**Run 1: supply network**

Drawn at 3 px/um. Pins as bars on the die edge.
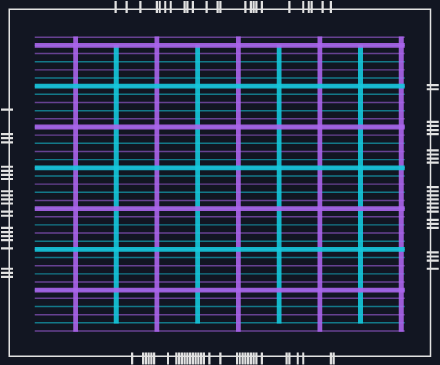
**Run 1: signal wires by layer**

Drawn at 3 px/um.
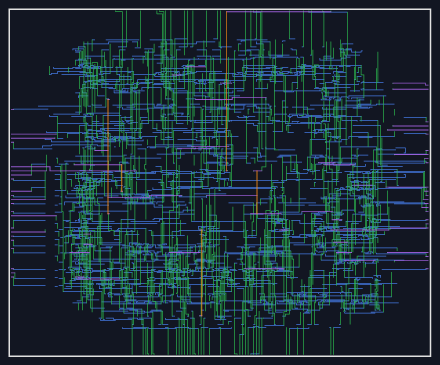
**Run 1: gate families picked out**

Drawn at 2 px/um.
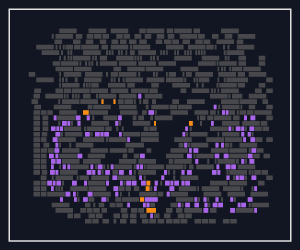
**Run 1: clock routing**

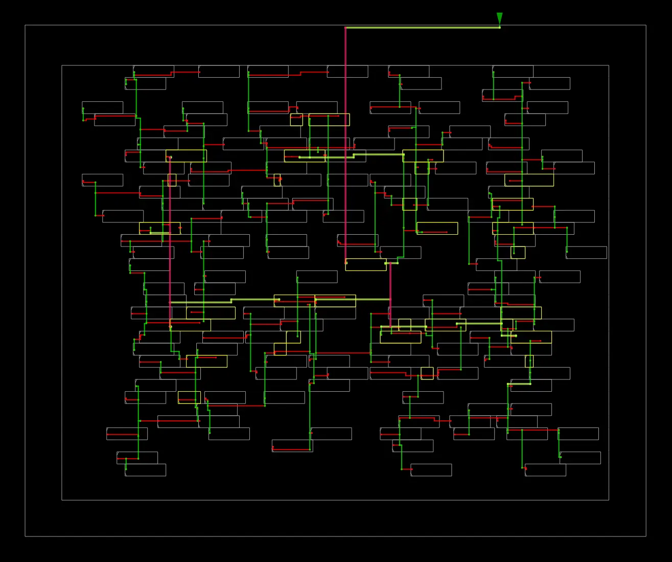
### config.mk
export PLATFORM = sky130hd
export DESIGN_NAME = serial_addsub
export DESIGN_NICKNAME = d
export VERILOG_FILES = /design/src/rtl/serial_addsub.sv
export SDC_FILE = /design/constraint.sdc
export NUM_CORES = 1
export LEC_CHECK = 0
export CORE_ASPECT_RATIO = 0.8
export CORE_MARGIN = 8
export CORE_UTILIZATION = 50
export CTS_CLUSTER_SIZE = 14
export DETAILED_ROUTE_END_ITERATION = 8
export PLACE_DENSITY = 0.8
export SYNTH_ARGS = -nofsm -noshare
export SYNTH_HDL_FRONTEND = slang
export SYNTH_SLANG_ARGS = --single-unit
### constraint.sdc
create_clock -name clock -period 5.1 [get_ports clock]
set_input_delay 0.765 -clock clock [delete_from_list [all_inputs] [get_ports clock]]
set_output_delay 0.765 -clock clock [all_outputs]
set_load 0.02 [all_outputs]
### src/rtl/serial_addsub.sv
// Digit-serial signed adder/subtractor processing DIGIT bits per clock, LSB first.
// Defining SERIAL_ADDSUB_ABORT_EN adds an abort input that cancels a run in progress.
module serial_addsub #(
  parameter int WIDTH = 32,
  parameter int DIGIT = 1
) (
  input  logic             clock,
  input  logic             reset,
  input  logic             start,
  input  logic             sub,
`ifdef SERIAL_ADDSUB_ABORT_EN
  input  logic             abort,
`endif
  input  logic [WIDTH-1:0] a,
  input  logic [WIDTH-1:0] b,
  output logic             busy,
  output logic             done,
  output logic [WIDTH:0]   sum,
  output logic             overflow,
  output logic             carry_out
);

  localparam int N  = WIDTH / DIGIT;
  localparam int CW = (N > 1) ? $clog2(N) : 1;

  if (WIDTH < 2) begin : g_width_check
    $error("serial_addsub: WIDTH must be at least 2");
  end

  if (DIGIT < 1 || (WIDTH % DIGIT) != 0) begin : g_digit_check
    $error("serial_addsub: WIDTH must be a multiple of DIGIT");
  end

  typedef enum logic [1:0] {IDLE, RUN, DONE} state_t;

  state_t           state;
  logic [WIDTH-1:0] a_reg;
  logic [WIDTH-1:0] bx_reg;
  logic [WIDTH-1:0] res;
  logic [CW-1:0]    count;
  logic             carry;

  logic [DIGIT:0]   digit_sum;
  logic [WIDTH-1:0] res_next;
  logic             msb_a;
  logic             msb_bx;
  logic             msb_s;
  logic             last;
  logic             abort_req;

`ifdef SERIAL_ADDSUB_ABORT_EN
  assign abort_req = abort;
`else
  assign abort_req = 1'b0;
`endif

  // Operands shift right each digit, so the current digit always sits in the low bits;
  // on the final digit those low bits hold the operand MSBs needed for sign/overflow.
  always_comb begin
    digit_sum = {1'b0, a_reg[DIGIT-1:0]} + {1'b0, bx_reg[DIGIT-1:0]} + {{DIGIT{1'b0}}, carry};
    res_next  = (res >> DIGIT) | (WIDTH'(digit_sum[DIGIT-1:0]) << (WIDTH - DIGIT));
    msb_a     = a_reg[DIGIT-1];
    msb_bx    = bx_reg[DIGIT-1];
    msb_s     = digit_sum[DIGIT-1];
    last      = (count == CW'(N - 1));
  end

  always_ff @(posedge clock or posedge reset) begin
    if (reset) begin
      state     <= IDLE;
      busy      <= 1'b0;
      done      <= 1'b0;
      sum       <= '0;
      overflow  <= 1'b0;
      carry_out <= 1'b0;
      count     <= '0;
      carry     <= 1'b0;
      a_reg     <= '0;
      bx_reg    <= '0;
      res       <= '0;
    end else begin
      case (state)
        IDLE: begin
          done <= 1'b0;
          if (start) begin
            a_reg  <= a;
            bx_reg <= sub ? ~b : b;
            carry  <= sub;
            count  <= '0;
            busy   <= 1'b1;
            state  <= RUN;
          end
        end
        RUN: begin
          if (abort_req) begin
            busy  <= 1'b0;
            state <= IDLE;
          end else begin
            a_reg  <= a_reg >> DIGIT;
            bx_reg <= bx_reg >> DIGIT;
            res    <= res_next;
            carry  <= digit_sum[DIGIT];
            count  <= count + 1'b1;
            // Carry into the MSB is recovered as a^bx^s of that bit.
            if (last) begin
              sum       <= {msb_a ^ msb_bx ^ digit_sum[DIGIT], res_next};
              overflow  <= msb_a ^ msb_bx ^ msb_s ^ digit_sum[DIGIT];
              carry_out <= digit_sum[DIGIT];
              done      <= 1'b1;
              busy      <= 1'b0;
              state     <= DONE;
            end
          end
        end
        DONE: begin
          done  <= 1'b0;
          state <= IDLE;
        end
        default: begin
          busy  <= 1'b0;
          done  <= 1'b0;
          state <= IDLE;
        end
      endcase
    end
  end

endmodule

==> changes_impl.md, run 1 <==
### Physical design

- Run status: finished clean
- Adder Area Share: 1.06%
- First-pass GRT wire length: 22,500 um
- And+or+nand+nor area frac: 11.6%
- Final Hold Viols: 0
- Switching Share: 33.3%
- TNS Setup: 0 ns
- Total vias in the final route: 4,490
- Mapped cell area: 6140 sq um
- Routed length per placed instance: 16.1 um
- Post-Layout Inst Area: 7770 sq um
- Post-synth seq share: 57.0%
- Post-Syn Instances: 585
- Main logic family: AND-OR/OR-AND gates
- Setup crit end kind: flip-flop
- Post-synthesis net count: 657
- Top cells excl fill/tap: 161 x nand2_1, 138 x dfrtp_1, 103 x clkdlybuf4s50_1
- Resized Gates After CTS: 0
- Clk buf depth: 2
- CP Max Fanout: 32
- Critical path class: input port to flip-flop
- Area fraction in xor and xnor cells: 4.99%
- Layout Nets: 740
- Placed Instance Area: 7180 sq um
- MaxCap Viol Count: 0
- Overall die area: 16,100 sq um
- Yosys stat cell total: 585
- Port Buffer Count: 104
- ANT nets after route: 0
- Combinational power share: 30.5%
- Post-layout period usage of the worst path: 50.4%
- Ys flops: 140
- FP Util: 50.9%
- Crit path DRT: 5.40 ns
- Clock-pin slew on the worst setup and hold paths: 0.06 ns
- Setup ws final: 2.53 ns
- H-tree levels: 4
- Post-CTS setup buffer count: 0
- Gr usage total: 17.1%
- Startpoint types: input port
- P_sw: 0.00145 W
- Largest stage delay on the critical path: 0.68 ns
- Ys async rst share: 100%
- CP arrival: 2.87 ns
- RSZ-0062 raised after global routing: no
- Pleak: 3.50 nW
- Log Warnings: 29
- Pre-CTS setup slack: 2.12 ns
- Pre-antenna DRT Iters: 4
- Total CTS buffers: 17
- Synth cell types: 29
- MUX share of area: 6.23%
- Setup violations, final: 0
- Pin count of the biggest net entering global routing: 113
- Aoi share: 14.5%
- DP Wirelength: 8520 um
- Int Pwr: 0.00291 W
- Pwr per Cell Area: 562 nW/um^2
- Seq pwr share: 41.9%
- Yosys Warn Count: 0
- Row count: 36
- R2r setup slk: 2.78 ns
- TritonCTS clock tree: yes
- Top Ports: 105
- RePlAce Congestion: 0.759
- Fin. max-slew vios: 0
- Top Family by Delay on Critical Path: buffers and inverters
- Actual slew at the worst max-slew pin: 1.08 ns
- F_max: 389 MHz
- Vias per inst: 5.39
- Iteration-0 DRC Markers: 345
- Dominant register cell: dfrtp_1
- Root buf cell: clkbuf_16
- Util after Layout: 64.3%
- Gr ovfl total: 0
- DRC viols: 0
- Setup Skew: 0.00789 ns
- Max-slew headroom: 27.7%
- Clock group share of total power: 27.6%
- WL final: 13,400 um
- CP max stage cell: nor2b_4
- Initial antenna violation count: 0
- Syn_area_per_cell: 10.5 sq um
- Syn-to-layout area delta: 26.4%
- Final Critical Period: 2.57 ns
- # diodes: 0
- Layout cells sized above 1: 11.5%
- Max reg flops: 33
- Vias in the first global route: 4,496
- Buf/Inv on CP: 2
- YS chip area: 6140 sq um
- Clk_lat worst skew: 0.40 ns
- Hold WC Path Type: flip-flop to flip-flop
- EDFF count, synth: 0
- CP Cell Sequence: clkdlybuf4s50_1, nor2b_4, buf_4, a22oi_1, o21ai_0
- Post-CTS Hold Buffers: 0
Notes on 'supply network' above:
- cyan: VDD
- purple: VSS
- met5 straps: 7
- signal pins: 105
Worst VDD drop: 0.269 mV
core area: 12,100 sq um
die height: 115 um
Die W: 140 um

Notes on 'signal wires by layer' above:
- green: metal 2 (wire length 6,570 um)
- purple: metal 3 (wire length 572 um)
- blue: metal 1 (wire length 6,110 um)
- orange: metal 4 (wire length 143 um)

Notes on 'gate families picked out' above:
- orange: nor cells (cells 9; most used nor2b_1; where center)
- purple: aoi and oai cells (cells 140; most used a22oi_1)
fin cells: 833
Comb area share: 30.6%
Top cell excl fill/tap: nand2_1

Notes on 'clock routing' above:
flop count: 140
CLK BUF: 19
clock sink total: 140

-- run 1: routing by layer --
metal  vias up  routed length [um]  GRT usage (%)
met3        13                 572           3.86
li1       2150                   -              -
met2       117                6570           28.0
met1      2210                6110           22.2
met4         0                 142           6.06
met5         -                   0              0
-- run 1: cells in the mapped netlist (2+ instances only) --
master | n | area share (%)
buf_4 | 10 | 1.2
buf_6 | 2 | 0.37
o21ai_1 | 12 | 0.98
xor2_1 | 32 | 4.6
mux2_4 | 3 | 0.73
xnor2_1 | 3 | 0.43
buf_2 | 21 | 1.7
a22o_1 | 3 | 0.43
dfrtp_1 | 140 | 57
nand2_1 | 161 | 9.8
o21ai_0 | 58 | 4.7
nor2b_1 | 6 | 0.61
ha_1 | 2 | 0.41
a21oi_1 | 7 | 0.57
fa_1 | 2 | 0.65
mux2_2 | 30 | 5.5
nand3_1 | 2 | 0.16
inv_1 | 7 | 0.43
a22oi_1 | 60 | 7.3
and3b_1 | 2 | 0.29
clkbuf_4 | 2 | 0.24
nor2_1 | 3 | 0.18
clkbuf_1 | 11 | 0.67
-- run 1: area by class of cell --
| cell class | count | area, sq um |
|---|---|---|
| clock buffers | 19 | 443 |
| clock inverters | 13 | 143 |
| fillers | 978 | 4300 |
| inverters | 7 | 31.3 |
| multi-input cells | 392 | 2370 |
| flip-flops and latches | 140 | 3510 |
| well taps | 152 | 190 |
| repair buffers | 110 | 1080 |
-- run 1: worst min-delay path, cell delays in order, from the launching register on --
cell and delay [ns]:
dfrtp_1 0.34, nand2_1 0.04, o21ai_0 0.06
-- run 1: logic make-up (layout without fill, tap and decap cells) --
family          Yosys count  count (layout)
fa+ha+maj                 4               4
compound gates          143             143
flops                   140             140
buf+inv                  53             149
mux                      33              33
simple gates            177             177
xor+xnor                 35              35
-- run 1: power by group through the flow --
stage	Sequential [W]	Clock, W	Combinational (W)
floorplan	0.00189	0	0.000800
global placement	0.00182	0	0.00128
detailed placement	0.00184	0	0.00135
CTS	0.00183	0.00123	0.00135
global route	0.00189	0.00128	0.00148
finish	0.00183	0.00120	0.00133
-- run 1: final timing paths --
check	startpoint	to	cells past startpoint
setup / recovery	start	bx_reg[9]$_DFFE_PP0P_	5
hold / removal	a_reg[25]$_DFFE_PP0P_	a_reg[25]$_DFFE_PP0P_	2
setup reg to reg	state[1]$_DFFE_PP0P_	a_reg[1]$_DFFE_PP0P_	4
hold reg to reg	a_reg[25]$_DFFE_PP0P_	a_reg[25]$_DFFE_PP0P_	2
max in group asynchronous	reset	bx_reg[24]$_DFFE_PP0P_	3
min in group asynchronous	reset	a_reg[24]$_DFFE_PP0P_	2
-- run 1: stage by stage --
step / std cells / total power [W] / hold WS, ns
4_1_cts: 833 / 0.00441 / 0.485
6_report: 833 / 0.00437 / 0.481
2_1_floorplan: 585 / 0.00269 / 0.442
3_5_place_dp: 801 / 0.00319 / 0.470
5_1_grt: 833 / 0.00465 / 0.507
3_3_place_gp: 801 / 0.00310 / 0.460
**Run 1: clock wires, drivers and flops**

Drawn at 2 px/um.
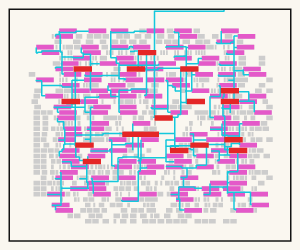

==> run 2: changes to the inputs <==
clock period = 2.42 ns   (was 5.1 ns; I/O delays follow)
**Run 2: clock wires, drivers and flops**

Drawn at 2 px/um.
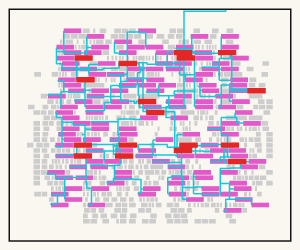
- cyan: clock wires (length 1,600 um)
- red: clock drivers (count 17)
- magenta: flip-flops (count 140)
- routed clock nets: 18

==> changes_impl.md, run 2 <==
### Physical design

- Met3 WL post-DR: 836 um (+46%)
- Setup violations, final: 0 (unchanged)
- Ys async rst share: 100% (unchanged)
- Pleak: 3.55 nW (+1.6%)
- Port Buffer Count: 104 (unchanged)
- Dominant register cell: dfrtp_1
- Yosys Warn Count: 0 (unchanged)
- Fin. max-slew vios: 0 (unchanged)
- Post-synth seq share: 57.0% (unchanged)
- Top cells excl fill/tap: 161 x nand2_1, 138 x dfrtp_1, 103 x clkdlybuf4s50_1
- Startpoint types: flip-flop
- Iteration-0 DRC Markers: 447 (+30%)
- Metal2 WL: 6580 um (about the same)
- Layout Nets: 746 (+0.81%)
- Post-CTS setup buffer count: 0 (unchanged)
- CP arrival: 2.33 ns (-0.54 ns)
- CP Max Fanout: 39 (+22%)
- YS chip area: 6140 sq um (unchanged)
- Synth top cell by count: nand2_1
- Clock sink total: 140 (unchanged)
- Worst VDD drop: 0.725 mV (+170%)
- Final Critical Period: 2.04 ns
- Comb gate area: 2370 sq um (unchanged)
- Core area: 12,100 sq um (unchanged)
- Hold WC Path Type: input port to async pin
- Post-CTS Hold Buffers: 0 (unchanged)
- Layout cells sized above 1: 12.1% (+0.66 points)
- TNS Setup: 0 ns (unchanged)
- H-tree levels: 4 (unchanged)
- TritonCTS clock tree: yes
- Pwr per Cell Area: 1200 nW/um^2 (+110%)
- RePlAce Congestion: 0.758 (about the same)
- Synth cell types: 29 (unchanged)
- F_max: 491 MHz
- Die W: 140 um (unchanged)
- # diodes: 0 (unchanged)
- WL final: 13,700 um (+2.2%)
- DRC viols: 0 (unchanged)
- Clock-pin slew on the worst setup and hold paths: 0.06 ns (about the same)
- Row count: 36 (unchanged)
- Routed length per placed instance: 16.4 um (+1.7%)
- Initial antenna violation count: 0 (unchanged)
- Top cells by count: 161 x nand2_1, 140 x dfrtp_1, 60 x a22oi_1
- First-pass GRT wire length: 23,300 um (+3.7%)
- FP Util: 50.9% (unchanged)
- Gr usage total: 17.8% (+0.69 points)
- Setup Skew: 0.00716 ns (-0.000730 ns)
- Pin count of the biggest net entering global routing: 85 (-25%)
- Vias per inst: 5.42 (+0.63%)
- Largest area contributor in the netlist: dfrtp_1
- Critical path class: flip-flop to flip-flop
- Worst hold slack: 0.420 ns (-0.0606 ns)
- RSZ-0062 raised after global routing: no
- M1 WL: 6140 um (+0.51%)
- Actual slew at the worst max-slew pin: 0.862 ns (-0.223 ns)
- Top Ports: 105 (unchanged)
- Post-layout period usage of the worst path: 84.2%
- Syn_area_per_cell: 10.5 sq um (unchanged)
- Crit path DRT: 2.71 ns (-2.69 ns)
- Top sig layer: met4
- Clk buf depth: 2 (unchanged)
- Max-area cell share: 57.0% (unchanged)
- Vias in the first global route: 4,634 (+3.1%)
- Post-synthesis net count: 657 (unchanged)
- Overall die area: 16,100 sq um (unchanged)
- Run status: finished clean
- Root buf cell: clkbuf_16
- Total vias in the final route: 4,540 (+1.1%)
- Yosys stat cell total: 585 (unchanged)
- Resized Gates After CTS: 0 (unchanged)
- Log Warnings: 27 (-6.9%)
- Ys flops: 140 (unchanged)
- Setup crit end kind: flip-flop
- Pwr Total: 0.00944 W (+120%)
- Syn-to-layout area delta: 28.1%
- Mapped cell area: 6140 sq um (unchanged)
- Final Hold Viols: 0 (unchanged)
- EDFF count, synth: 0 (unchanged)
- Pre-antenna DRT Iters: 5 (+1)
- Max reg flops: 33 (unchanged)
- Util after Layout: 65.2% (+0.87 points)
- Total CTS buffers: 17 (unchanged)
- Clk_lat worst skew: 0.41 ns (about the same)
- # fillers: 949 (-3.0%)
- MaxCap Viol Count: 0 (unchanged)
- FF/Latch Area: 3510 sq um (unchanged)
- DP Wirelength: 8750 um (+2.8%)
- Post-Syn Instances: 585 (unchanged)
- Top cells by area: dfrtp_1 57%, nand2_1 9.8%, a22oi_1 7.3%
- Top cell excl fill/tap: nand2_1
- Die height: 115 um (unchanged)
- Gr ovfl total: 0 (unchanged)
- Max-slew headroom: 42.5% (+15 points)
- ANT nets after route: 0 (unchanged)
**Run 2: supply network**

Drawn at 3 px/um. Pins as bars on the die edge.
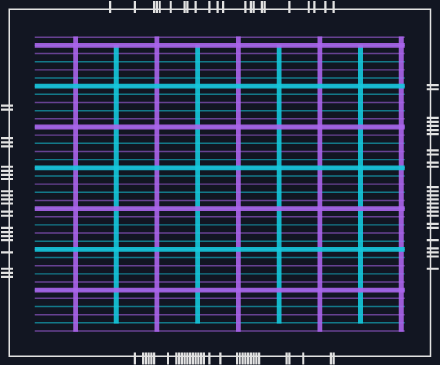
- cyan: VDD
- purple: VSS
- signal pins: 105
- met1 rails: 37
- rows: 36

==> run 2: cell counts after synthesis <==
No cell type changed its count.
==> run 2: kinds of logic (layout without fill, tap and decap cells) <==
group                      after synthesis  after routing  share of synthesized area [%]
adders and majority gates                4              4                           1.06
DFF                                    140            140                           57.0
and+or+nand+nor                        177            177                           11.6
AOI/OAI and AO/OA                      143            143                           14.5
buffers and inverters                   53            153                           4.64
muxes                                   33             33                           6.23
xor gates and xnor gates                35             35                           4.99
==> run 2: worst max-delay path, stage by stage (launching register included) <==
cell      delay (ns)
dfrtp_1         0.38
ha_1            0.18
and3_1          0.16
ha_1            0.26
nand3b_4        0.44
mux2_4          0.47
==> run 2: routing by layer <==
layer  global-route usage, %  vias to the layer above
li1                        -                     2158
met1                    22.6                     2238
met2                    29.0                      130
met3                    5.81                       14
met4                    4.69                        0
met5                       0                        -
==> run 2: worst paths after layout <==
| path | cells past startpoint | slack [ns] | from | endpoint |
|---|---|---|---|---|
| min | 3 | 0.42 | reset | a_reg[23]$_DFFE_PP0P_ |
| max reg2reg | 5 | 0.38 | count[0]$_DFFE_PP0P_ | sum[29]$_DFFE_PP0P_ |
| min reg2reg | 2 | 0.48 | carry$_DFFE_PP0P_ | carry$_DFFE_PP0P_ |
| min in group clock | 2 | 0.48 | carry$_DFFE_PP0P_ | carry$_DFFE_PP0P_ |
| max in group asynchronous | 3 | 1.59 | reset | state[0]$_DFFE_PP0P_ |
| max | 5 | 0.38 | count[0]$_DFFE_PP0P_ | sum[29]$_DFFE_PP0P_ |
==> run 2: area by class of cell <==
class	instances	share of cell area (%)
clock inverters	11	2.15
well taps	152	2.42
repair buffers	116	14.6
multi-input cells	392	30.1
flip-flops and latches	140	44.5
clock buffers	19	5.75
inverters	7	0.381
==> run 2: metrics by stage <==
stage	instances	area (sq um)	setup WS (ns)
CTS	837	7870	0.366
global route	837	7870	0.229
floorplan	585	6150	0.308
detailed placement	807	7250	0.387
global placement	807	7250	0.469
finish	837	7870	0.381
==> run 2: report_power, final <==
part | leakage [nW] | switching [W] | total, W | internal, W
combinational | 1.42 | 0.00149 | 0.00284 | 0.00136
clock | 0.293 | 0.000947 | 0.00271 | 0.00176
sequential | 1.84 | 0.000631 | 0.00389 | 0.00326
total | 3.55 | 0.00306 | 0.00944 | 0.00637
**Run 2: gate families picked out**

Drawn at 2 px/um.
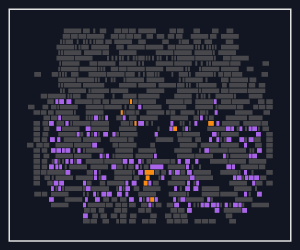

==> run 3: changes to the inputs <==
CORE_UTILIZATION = 48   (was 50)
clock period = 1.6 ns   (was 2.42 ns; I/O delays follow)
**Run 3: gate families picked out**

Drawn at 2 px/um.
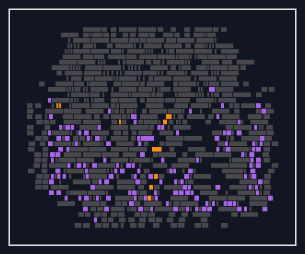
- orange: nor cells (cells 9; most used nor2b_1; where center)
- purple: aoi and oai cells (cells 140; most used a22oi_1)

**Run 3: clock routing**

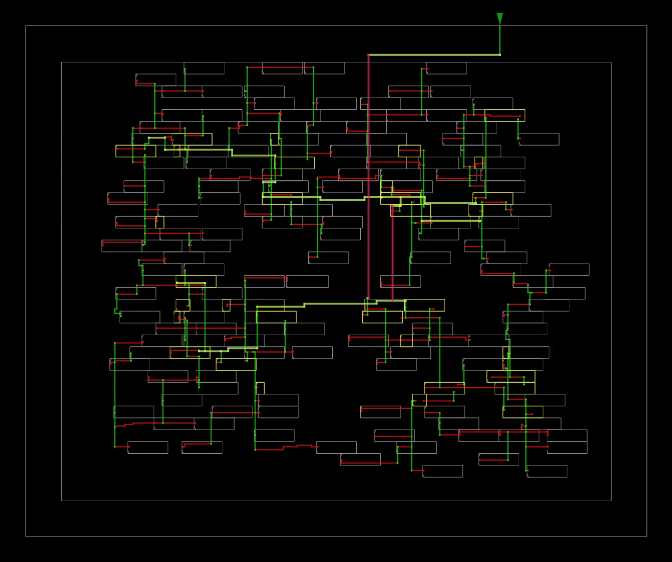
clk_lat worst skew: 0.41 ns
Setup Skew: 0.00583 ns
P_clk: 0.00360 W
CLK BUF: 21
total CTS buffers: 17

==> changes_impl.md, run 3 <==
### Physical design

- Top sig layer: met4
- WL final: 14,500 um (+5.8%)
- MaxCap Viol Count: 0 (unchanged)
- Clock sink total: 140 (unchanged)
- Syn_area_per_cell: 10.5 sq um (unchanged)
- Log Warnings: 30 (+11%)
- CP Max Fanout: 8 (-79%)
- DP Wirelength: 9380 um (+7.1%)
- Pleak: 3.94 nW (+11%)
- EDFF count, synth: 0 (unchanged)
- Run status: finished, violations left
- H-tree levels: 4 (unchanged)
- Overall die area: 16,700 sq um (+3.6%)
- First-pass GRT wire length: 23,600 um (+1.5%)
- Actual slew at the worst max-slew pin: 0.507 ns (-0.355 ns)
- Core area: 12,700 sq um (+5.1%)
- Setup crit end kind: flip-flop
- Top cells excl fill/tap: 158 x nand2_1, 138 x dfrtp_1, 66 x clkdlybuf4s50_1
- Util after Layout: 64.8% (-0.46 points)
- Synth top cell by count: nand2_1
- Pre-CTS setup slack: -0.0598 ns (-0.447 ns)
- Yosys Warn Count: 0 (unchanged)
- Failing checks: setup timing
- CP arrival: 1.94 ns (-0.39 ns)
- Max reg flops: 33 (unchanged)
- Startpoint types: flip-flop
- # diodes: 0 (unchanged)
- Top cell excl fill/tap: nand2_1
- Top Ports: 105 (unchanged)
- Pwr Total: 0.0141 W (+49%)
- Syn-to-layout area delta: 33.7%
- Vias in the first global route: 4,775 (+3.0%)
- Reg2Reg Depth: 6 (+1)
- Post-Syn Instances: 585 (unchanged)
- Fin. max-slew vios: 0 (unchanged)
- Vias per inst: 5.23 (-3.6%)
- # fillers: 969 (+2.1%)
- Hold WC Path Type: input port to async pin
- Port Buffer Count: 104 (unchanged)
- Final Critical Period: 1.65 ns (-0.389 ns)
- Yosys stat cell total: 585 (unchanged)
- Post-synth seq share: 57.0% (unchanged)
- Ys flops: 140 (unchanged)
- Ys async rst share: 100% (unchanged)
- Setup violations, final: 32 (+32)
- Row count: 37 (+2.8%)
- Largest area contributor in the netlist: dfrtp_1
- Max-area cell share: 57.0% (unchanged)
- Top cells by count: 161 x nand2_1, 140 x dfrtp_1, 60 x a22oi_1
- ANT nets after route: 0 (unchanged)
- Gr ovfl total: 0 (unchanged)
- RSZ-0062 raised after global routing: yes
- Max-slew headroom: 66.2% (+24 points)
- Die W: 142 um (+1.8%)
- Metal2 WL: 7160 um (+8.7%)
- Pwr per Cell Area: 1720 nW/um^2 (+43%)
- Initial antenna violation count: 0 (unchanged)
- FP Util: 48.4% (-2.5 points)
- Pre-antenna DRT Iters: 5 (unchanged)
- Total vias in the final route: 4,619 (+1.7%)
- Dominant register cell: dfrtp_1
- Post-layout period usage of the worst path: 103% (+19 points)
- Crit path DRT: 1.89 ns (-0.82 ns)
- Worst VDD drop: 0.967 mV (+33%)
- Final Hold Viols: 0 (unchanged)
- Layout Nets: 767 (+2.8%)
- Setup ws final: -0.0500 ns (-0.431 ns)
- Clock-pin slew on the worst setup and hold paths: 0.06 ns (about the same)
- CP max stage cell: dfrtp_1
- CP Cell Sequence: ha_2, and3_4, ha_4, nand3b_4, clkbuf_16, mux2_4
- Layout cells sized above 1: 15.5% (+3.4 points)
- RePlAce Congestion: 0.769 (+1.4%)
- Largest stage delay on the critical path: 0.36 ns (-0.11 ns)
- M1 WL: 6380 um (+4.0%)
- Iteration-0 DRC Markers: 349 (-22%)
- Post-synthesis net count: 657 (unchanged)
- Met3 WL post-DR: 804 um (-3.8%)
- Top cells by area: dfrtp_1 57%, nand2_1 9.8%, a22oi_1 7.3%
- Die height: 117 um (+1.8%)
- Mapped cell area: 6140 sq um (unchanged)
- TritonCTS clock tree: yes
- Critical path class: flip-flop to flip-flop
- Root buf cell: clkbuf_16
- Pin count of the biggest net entering global routing: 98 (+15%)
- YS chip area: 6140 sq um (unchanged)
- Routed length per placed instance: 16.4 um (+0.30%)
- Clk buf depth: 2 (unchanged)
- DRC viols: 0 (unchanged)
- Gr usage total: 17.7% (-0.15 points)
- F_max: 606 MHz (+24%)
- Synth cell types: 29 (unchanged)
## run 3: cell counts after synthesis
No cell type changed its count.
## run 3: worst paths after layout
check | startpoint | to | slack [ns]
min | reset | a_reg[23]$_DFFE_PP0P_ | 0.29
min in group clock | sub | bx_reg[31]$_DFFE_PP0P_ | 0.39
max reg2reg | count[1]$_DFFE_PP0P_ | sum[5]$_DFFE_PP0P_ | -0.05
min reg2reg | a_reg[27]$_DFFE_PP0P_ | a_reg[27]$_DFFE_PP0P_ | 0.49
max in group asynchronous | reset | state[1]$_DFFE_PP0P_ | 0.82
max | count[1]$_DFFE_PP0P_ | sum[5]$_DFFE_PP0P_ | -0.05
## run 3: cell families (layout without fill, tap and decap cells)
| logic type | after synthesis | in the layout | share of synthesized area [%] |
|---|---|---|---|
| buf+inv | 53 | 176 | 4.64 |
| fa+ha+maj | 4 | 4 | 1.06 |
| simple gates | 177 | 177 | 11.6 |
| compound gates | 143 | 143 | 14.5 |
| flops | 140 | 140 | 57.0 |
| xor+xnor | 35 | 35 | 4.99 |
| mux | 33 | 33 | 6.23 |
## run 3: power by group
group	leakage (nW)	total, W	internal [W]	switching, W
clock	0.267	0.00360	0.00217	0.00143
sequential	1.84	0.00583	0.00493	0.000908
combinational	1.83	0.00466	0.00222	0.00244
total	3.94	0.0141	0.00932	0.00478
## run 3: timing repair
action | 4_1_cts | 5_1_grt
hold buffers | 0 | 0
endpoints found under the hold margin | 0 | 0
gates cloned | 0 | 2
gates resized | 45 | 27
setup endpoints to repair | 67 | 36
buffers inserted | 1 | 2
pin swaps | 0 | 5
## run 3: final cells by class
cell class	count	area (sq um)	area share, %
clock inverters	11	96.3	1.17
well taps	175	219	2.67
multi-input cells	392	2500	30.5
repair buffers	137	1410	17.2
inverters	7	30.0	0.366
flip-flops and latches	140	3510	42.7
clock buffers	21	450	5.48
## run 3: per-layer routing
| layer | vias up | GRT usage, % |
|---|---|---|
| li1 | 2203 | - |
| met1 | 2277 | 22.3 |
| met2 | 127 | 29.3 |
| met3 | 12 | 4.95 |
| met4 | 0 | 5.30 |
| met5 | - | 0 |
## run 3: stage by stage
step           hold WS [ns]  setup TNS, ns  area [sq um]  instances
4_1_cts               0.283          -1.16          8060        879
3_5_place_dp          0.463          -1.36          7520        846
2_1_floorplan         0.422         -54.66          6170        585
6_report              0.293          -1.13          8210        883
3_3_place_gp          0.457         -0.426          7520        846
5_1_grt               0.313          -3.11          8210        883
## run 3: worst max-delay path, delay by kind of cell (launching register included)
kind                       cells  cell delay, ns
adders and majority gates      2            0.32
buffers and inverters          1            0.22
DFF                            1            0.36
muxes                          1            0.29
and+or+nand+nor                2            0.34
No activity file was given, so power comes from the tool's default toggle rates.
